Run 1, signal wires on met1:
Bar = 20 um. Supply wires on this layer in grey.
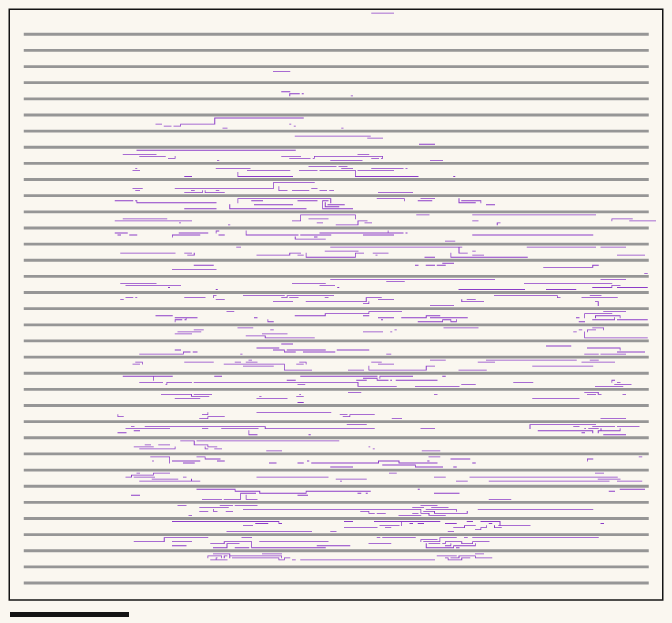
Run 1, signal wires on met2:
Cells faint in the background.
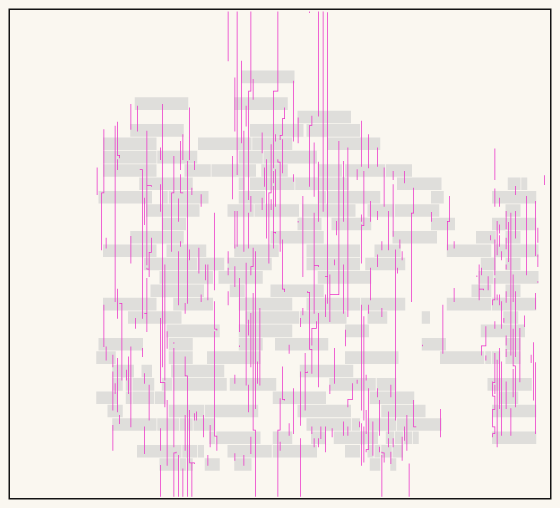
Run 1, placed cells, one colour a class:
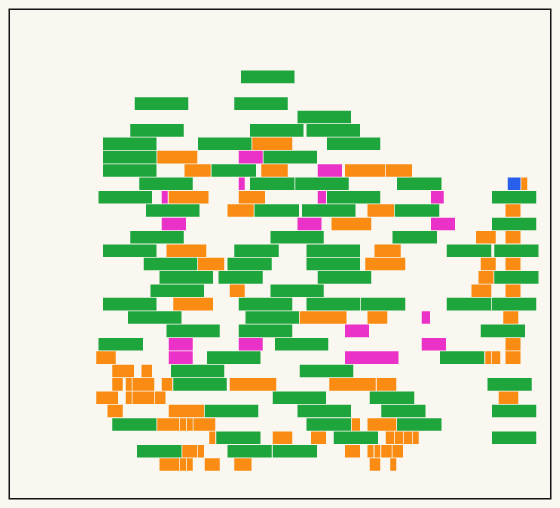
$ cat src/rtl/alu_cmd_sequencer_if.sv
// alu_cmd_sequencer_if: command, ALU-drive and result handshake bundle for alu_cmd_sequencer
interface alu_cmd_sequencer_if #(parameter int DEPTH = 4);
  localparam int CW = $clog2(DEPTH + 1);
  logic          cmd_valid;
  logic          cmd_ready;
  logic [3:0]    cmd_a;
  logic [3:0]    cmd_b;
  logic [2:0]    cmd_f;
  logic [3:0]    alu_a;
  logic [3:0]    alu_b;
  logic [2:0]    alu_f;
  logic [7:0]    alu_r;
  logic          res_valid;
  logic          res_ready;
  logic [7:0]    res_data;
  logic [2:0]    res_op;
  logic          res_err;
  logic [CW-1:0] count;
  logic          busy;
  modport master (
    output cmd_valid, cmd_a, cmd_b, cmd_f, alu_r, res_ready,
    input  cmd_ready, alu_a, alu_b, alu_f, res_valid, res_data, res_op, res_err, count, busy
  );
  modport slave (
    input  cmd_valid, cmd_a, cmd_b, cmd_f, alu_r, res_ready,
    output cmd_ready, alu_a, alu_b, alu_f, res_valid, res_data, res_op, res_err, count, busy
  );
endinterface

$ cat src/rtl/alu_cmd_sequencer.sv
// alu_cmd_sequencer: FIFO-buffered command issue to a combinational ALU with in-order result capture
module alu_cmd_sequencer #(
  parameter int DEPTH = 4
) (
  input logic clk,
  input logic rst,
  alu_cmd_sequencer_if.slave io
);
  localparam int AW = $clog2(DEPTH);
  localparam int CW = $clog2(DEPTH + 1);
  typedef enum logic [1:0] {IDLE, EXEC, RESULT} state_t;
  state_t state, state_n;
  logic [10:0] mem [DEPTH];
  logic [AW-1:0] wr_ptr, rd_ptr;
  logic [CW-1:0] cnt;
  logic [10:0] op;
  logic push, pop, capture, done;
  logic res_valid, res_err;
  logic [7:0] res_data;
  logic [2:0] res_op;
  assign push = io.cmd_valid && io.cmd_ready;
  assign io.cmd_ready = cnt != CW'(DEPTH);
  assign io.count = cnt;
  assign io.busy = state != IDLE || cnt != '0;
  assign {io.alu_f, io.alu_b, io.alu_a} = op;
  assign io.res_valid = res_valid;
  assign io.res_data = res_data;
  assign io.res_op = res_op;
  assign io.res_err = res_err;
  always_comb begin
    state_n = state;
    pop = 1'b0;
    capture = 1'b0;
    done = 1'b0;
    case (state)
      IDLE: begin
        pop = cnt != '0;
        state_n = pop ? EXEC : IDLE;
      end
      EXEC: begin
        capture = 1'b1;
        state_n = RESULT;
      end
      RESULT: begin
        done = io.res_ready;
        pop = io.res_ready && cnt != '0;
        state_n = !io.res_ready ? RESULT : pop ? EXEC : IDLE;
      end
      default: state_n = IDLE;
    endcase
  end
  // Storage has no reset; occupancy and pointers alone define which entries are live.
  always_ff @(posedge clk) begin
    if (push) mem[wr_ptr] <= {io.cmd_f, io.cmd_b, io.cmd_a};
  end
  always_ff @(posedge clk or posedge rst) begin
    if (rst) begin
      state <= IDLE;
      wr_ptr <= '0;
      rd_ptr <= '0;
      cnt <= '0;
      op <= '0;
      res_valid <= 1'b0;
      res_data <= '0;
      res_op <= '0;
      res_err <= 1'b0;
    end else begin
      state <= state_n;
      cnt <= cnt + CW'(push) - CW'(pop);
      if (push) wr_ptr <= wr_ptr + 1'b1;
      if (pop) begin
        rd_ptr <= rd_ptr + 1'b1;
        op <= mem[rd_ptr];
      end
      if (capture) begin
        res_valid <= 1'b1;
        res_err <= &op[10:9];
        res_data <= &op[10:9] ? '0 : io.alu_r;
        res_op <= op[10:8];
      end else if (done) begin
        res_valid <= 1'b0;
      end
    end
  end
endmodule

$ cat src/flat_wrapper.sv
// flat-port wrapper written by rule: the top's interface ports become plain ports
module alu_cmd_sequencer_flat 
#(
  parameter int DEPTH = 4
)
  (clk, rst, io_cmd_valid, io_cmd_a, io_cmd_b, io_cmd_f, io_alu_r, io_res_ready, io_cmd_ready, io_alu_a, io_alu_b, io_alu_f, io_res_valid, io_res_data, io_res_op, io_res_err, io_count, io_busy);
  alu_cmd_sequencer_if #(.DEPTH(DEPTH)) io_i ();
  input logic clk;
  input logic rst;
  input wire logic [$bits(io_i.cmd_valid)-1:0] io_cmd_valid;
  input wire logic [$bits(io_i.cmd_a)-1:0] io_cmd_a;
  input wire logic [$bits(io_i.cmd_b)-1:0] io_cmd_b;
  input wire logic [$bits(io_i.cmd_f)-1:0] io_cmd_f;
  input wire logic [$bits(io_i.alu_r)-1:0] io_alu_r;
  input wire logic [$bits(io_i.res_ready)-1:0] io_res_ready;
  output wire logic [$bits(io_i.cmd_ready)-1:0] io_cmd_ready;
  output wire logic [$bits(io_i.alu_a)-1:0] io_alu_a;
  output wire logic [$bits(io_i.alu_b)-1:0] io_alu_b;
  output wire logic [$bits(io_i.alu_f)-1:0] io_alu_f;
  output wire logic [$bits(io_i.res_valid)-1:0] io_res_valid;
  output wire logic [$bits(io_i.res_data)-1:0] io_res_data;
  output wire logic [$bits(io_i.res_op)-1:0] io_res_op;
  output wire logic [$bits(io_i.res_err)-1:0] io_res_err;
  output wire logic [$bits(io_i.count)-1:0] io_count;
  output wire logic [$bits(io_i.busy)-1:0] io_busy;
  assign io_i.cmd_valid = io_cmd_valid;
  assign io_i.cmd_a = io_cmd_a;
  assign io_i.cmd_b = io_cmd_b;
  assign io_i.cmd_f = io_cmd_f;
  assign io_i.alu_r = io_alu_r;
  assign io_i.res_ready = io_res_ready;
  assign io_cmd_ready = io_i.cmd_ready;
  assign io_alu_a = io_i.alu_a;
  assign io_alu_b = io_i.alu_b;
  assign io_alu_f = io_i.alu_f;
  assign io_res_valid = io_i.res_valid;
  assign io_res_data = io_i.res_data;
  assign io_res_op = io_i.res_op;
  assign io_res_err = io_i.res_err;
  assign io_count = io_i.count;
  assign io_busy = io_i.busy;
  alu_cmd_sequencer #(.DEPTH(DEPTH)) u_core (.clk(clk), .rst(rst), .io(io_i));
endmodule
$ cat config.mk
export PLATFORM = sky130hd
export DESIGN_NAME = alu_cmd_sequencer_flat
export DESIGN_NICKNAME = d
export VERILOG_FILES = /design/src/rtl/alu_cmd_sequencer_if.sv /design/src/rtl/alu_cmd_sequencer.sv /design/src/flat_wrapper.sv
export SDC_FILE = /design/constraint.sdc
export NUM_CORES = 1
export LEC_CHECK = 0
export CORE_ASPECT_RATIO = 0.9
export CORE_MARGIN = 2
export CORE_UTILIZATION = 30
export DETAILED_ROUTE_END_ITERATION = 10
export DONT_BUFFER_PORTS = 1
export SYNTH_ARGS = -nofsm -noshare
export SYNTH_HDL_FRONTEND = slang
export SYNTH_SLANG_ARGS = --single-unit
$ cat constraint.sdc
create_clock -name clk -period 6.6 [get_ports clk]
set_input_delay 0.99 -clock clk [delete_from_list [all_inputs] [get_ports clk]]
set_output_delay 0.99 -clock clk [all_outputs]
set_load 0.05 [all_outputs]
==> flow_summary.ini, run 1 <==
; generated from flow reports
[critical_path]
path_buffers = 2
endpoint = u_core.io.count[2]

[synth]
netlist_area_sq_um = 3030
edf_count = 44
synth_seq_share = 0.709
yosysWarnings = 0
synth_top_cell_by_count = edfxtp_1
mux_area_frac = 0.151

[run]
warning_count = 29

[final_timing]
setup_violations = 0
slew_headroom = 0.438
finalMaxSlewViolations = 0

[placed_design]
globalplace.congestion = 0.638
portBuffers = 0
placed_cell_area_sq_um = 3160

[outcome]
status = finished clean

[drt]
post_drt_wl_per_cell_um = 16.6

[clock_tree]
post_cts_resized = 0
clk_pin_slew_ns = 0.07
clock.latency.late_pin_ns = 0.34

[grt]
gr-usage-met3 = 0.0596
grt_pass1_wl_um = 7580

[final_layout]
largest_register = u_core.mem
final_cell_area_sq_um = 3350
areaGrowthSynthToFinish_pct = 10.6
final_nets = 196
diodes = 0
seq_cells = 77
seq_share = 0.641

[die]
num_rows = 34
## Picture notes: 'signal wires on met1'
- main direction: horizontal
- share of all routed wire: 41%
vias post-DR: 1321
WL final: 4940 um
GR Util met1: 0.108

## Picture notes: 'signal wires on met2'
- longest straight run: 59.2 um
- nets with wire on the layer: 162
- main direction: vertical

## Picture notes: 'placed cells, one colour a class'
- remaining buffers and delay cells: blue (cells 1; share of their area 0.24%)
- remaining logic cells: orange (cells 77; share of their area 26%)
- registers: green (cells 77; share of their area 67%)
- clock drivers and dummy loads: magenta (cells 16; share of their area 6.0%)

Run 1, congestion heat map:
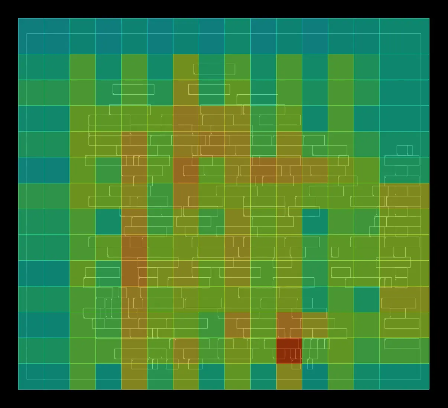

==> run 2: changes to the inputs <==
Clock period 6.6 ns to 3.2 ns, I/O delays scaled along.
Run 2, congestion heat map:
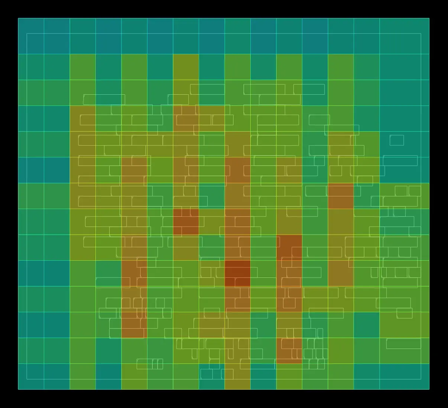
gr usage total: 0.0987
post-layout util: 0.350
wire per inst: 16.9 um

Run 2, signal wires on met2:
Cells faint in the background.
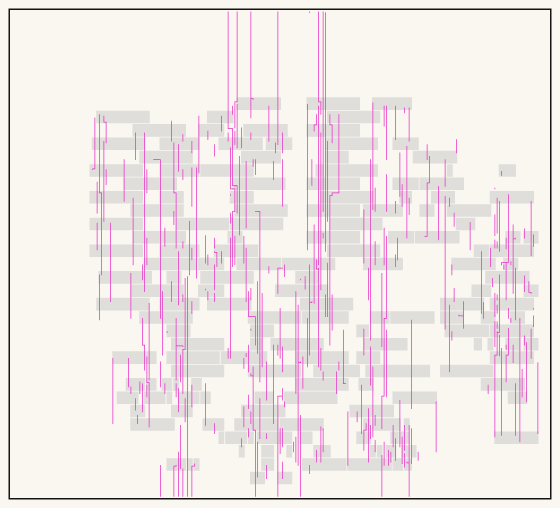
vias post-DR: 1337
met2 Use GR: 0.163

==> run 2 against run 1 <==
Net effect: non-clock buffer count grew 4; die size is the same; register-to-register slack lost 3.0 ns; fmax grew 15%; design area grew 1.8%; final cell count grew 1.3%; flip-flop count is the same; synthesized cell count is the same; synthesized area is the same; count of clock-buffer cells in the layout shrank 3.
==> flow_summary.ini, run 2 <==
; generated from flow reports
[final_timing]
setup_violations = 0
setup_slack_ns = 0.526
slew_headroom = 0.409
finalMaxSlewViolations = 0
period_needed_ns = 2.67

[clock_tree]
clock.latency.late_pin_ns = 0.34
cts-hold-fix-buffers = 1
post_cts_resized = 0
clk_pin_slew_ns = 0.09
clockBufferDepth = 2

[die]
num_rows = 34
dieArea_sq_um = 10900

[final_layout]
final_nets = 200
dominant_cells = flip-flops and latches
areaGrowthSynthToFinish_pct = 12.6
buffers = 5
final_cell_area_sq_um = 3410
top_regs = u_core.mem x44, u_core.op x11, u_core.io.res_data x8
seq_share = 0.630
seq_cells = 77
largest_register = u_core.mem
diodes = 0

[grt]
gr-usage-met3 = 0.0531
grt_pass1_vias = 1439
grt_busiest_layer = met2
grtUsageMet1 = 0.107
grt_pass1_wl_um = 7730

[synth]
xor_share = 0.0145
netlist_area_sq_um = 3030
edf_count = 44
syn_avg_cell_area_sq_um = 19.0
mux_area_frac = 0.151
synth_adder_area_share = 0.0314
synth_top_cell_by_count = edfxtp_1
synth_seq_share = 0.709
simple_gate_area_frac = 0.0339
yosysWarnings = 0

[run]
warning_count = 29
max-cap-violations = 0

[outcome]
status = finished clean

[placed_design]
dpl_worst_slack_ns = 0.492
globalplace.congestion = 0.646
placed_cell_area_sq_um = 3180
portBuffers = 0

[drt]
drt-total-wl_um = 5100
via_per_inst = 4.44

[critical_path]
path_buffers = 2
endpoint = u_core.io.count[2]
Run 2, signal wires on met1:
Bar = 20 um. Supply wires on this layer in grey.
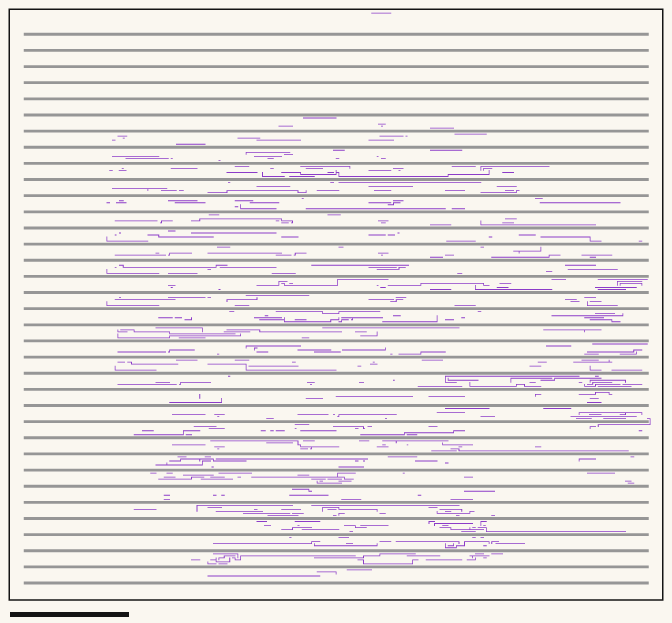

==> run 3: changes to the inputs <==
Clock period 3.2 ns to 2.2 ns, I/O delays scaled along.
Run 3, signal wires on met1:
Bar = 20 um. Supply wires on this layer in grey.
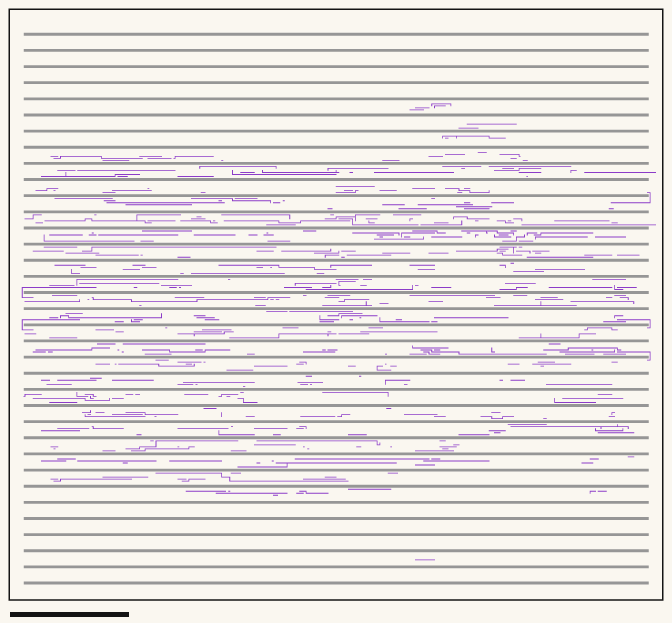
- wire length on this layer: 2200 um
- share of all routed wire: 43%
- nets with wire on the layer: 190
- longest straight run: 31.1 um
- main direction: horizontal
vias post-DR: 1394
WL final: 5120 um
GR Util met1: 0.131

Run 3, congestion heat map:
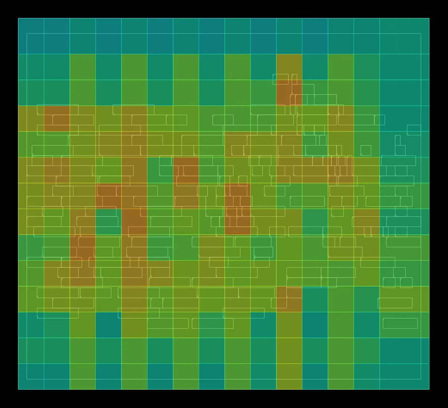
post-layout util: 0.358
GR met3 Demand/Resource: 0.0616
met2 Use GR: 0.144
wire per inst: 16.5 um
gr usage total: 0.104

==> run 3 against run 2 <==
Net effect: register-to-register slack got worse by 0.32 ns; flip-flop count is the same; synthesized cell count is the same.
==> flow_summary.ini, run 3 <==
; generated from flow reports
[outcome]
status = finished clean

[run]
warning_count = 30
max-cap-violations = 0

[synth]
simple_gate_area_frac = 0.0339
yosysWarnings = 0
syn_avg_cell_area_sq_um = 19.0
xor_share = 0.0145
edf_count = 44
synth_seq_share = 0.709
netlist_area_sq_um = 3030
synth_top_cell_by_count = edfxtp_1
synth_adder_area_share = 0.0314

[final_timing]
slew_headroom = 0.609
setup_violations = 0
setup_slack_ns = 0.202
finalMaxSlewViolations = 0
period_needed_ns = 2.00

[clock_tree]
post_cts_resized = 0
cts_setup_buffers = 0
clockBufferDepth = 2
clk_pin_slew_ns = 0.09

[final_layout]
final_nets = 209
final_cell_area_sq_um = 3490
largest_register = u_core.mem
seq_share = 0.617
buffers = 14
areaGrowthSynthToFinish_pct = 15.3
top_regs = u_core.mem x44, u_core.op x11, u_core.io.res_data x8
diodes = 0

[drt]
via_per_inst = 4.50

[grt]
grt_pass1_vias = 1451
grt_pass1_wl_um = 8050
grt_busiest_layer = met2

[critical_path]
path_buffers = 2

[die]
num_rows = 34
dieArea_sq_um = 10900

[placed_design]
globalplace.congestion = 0.682
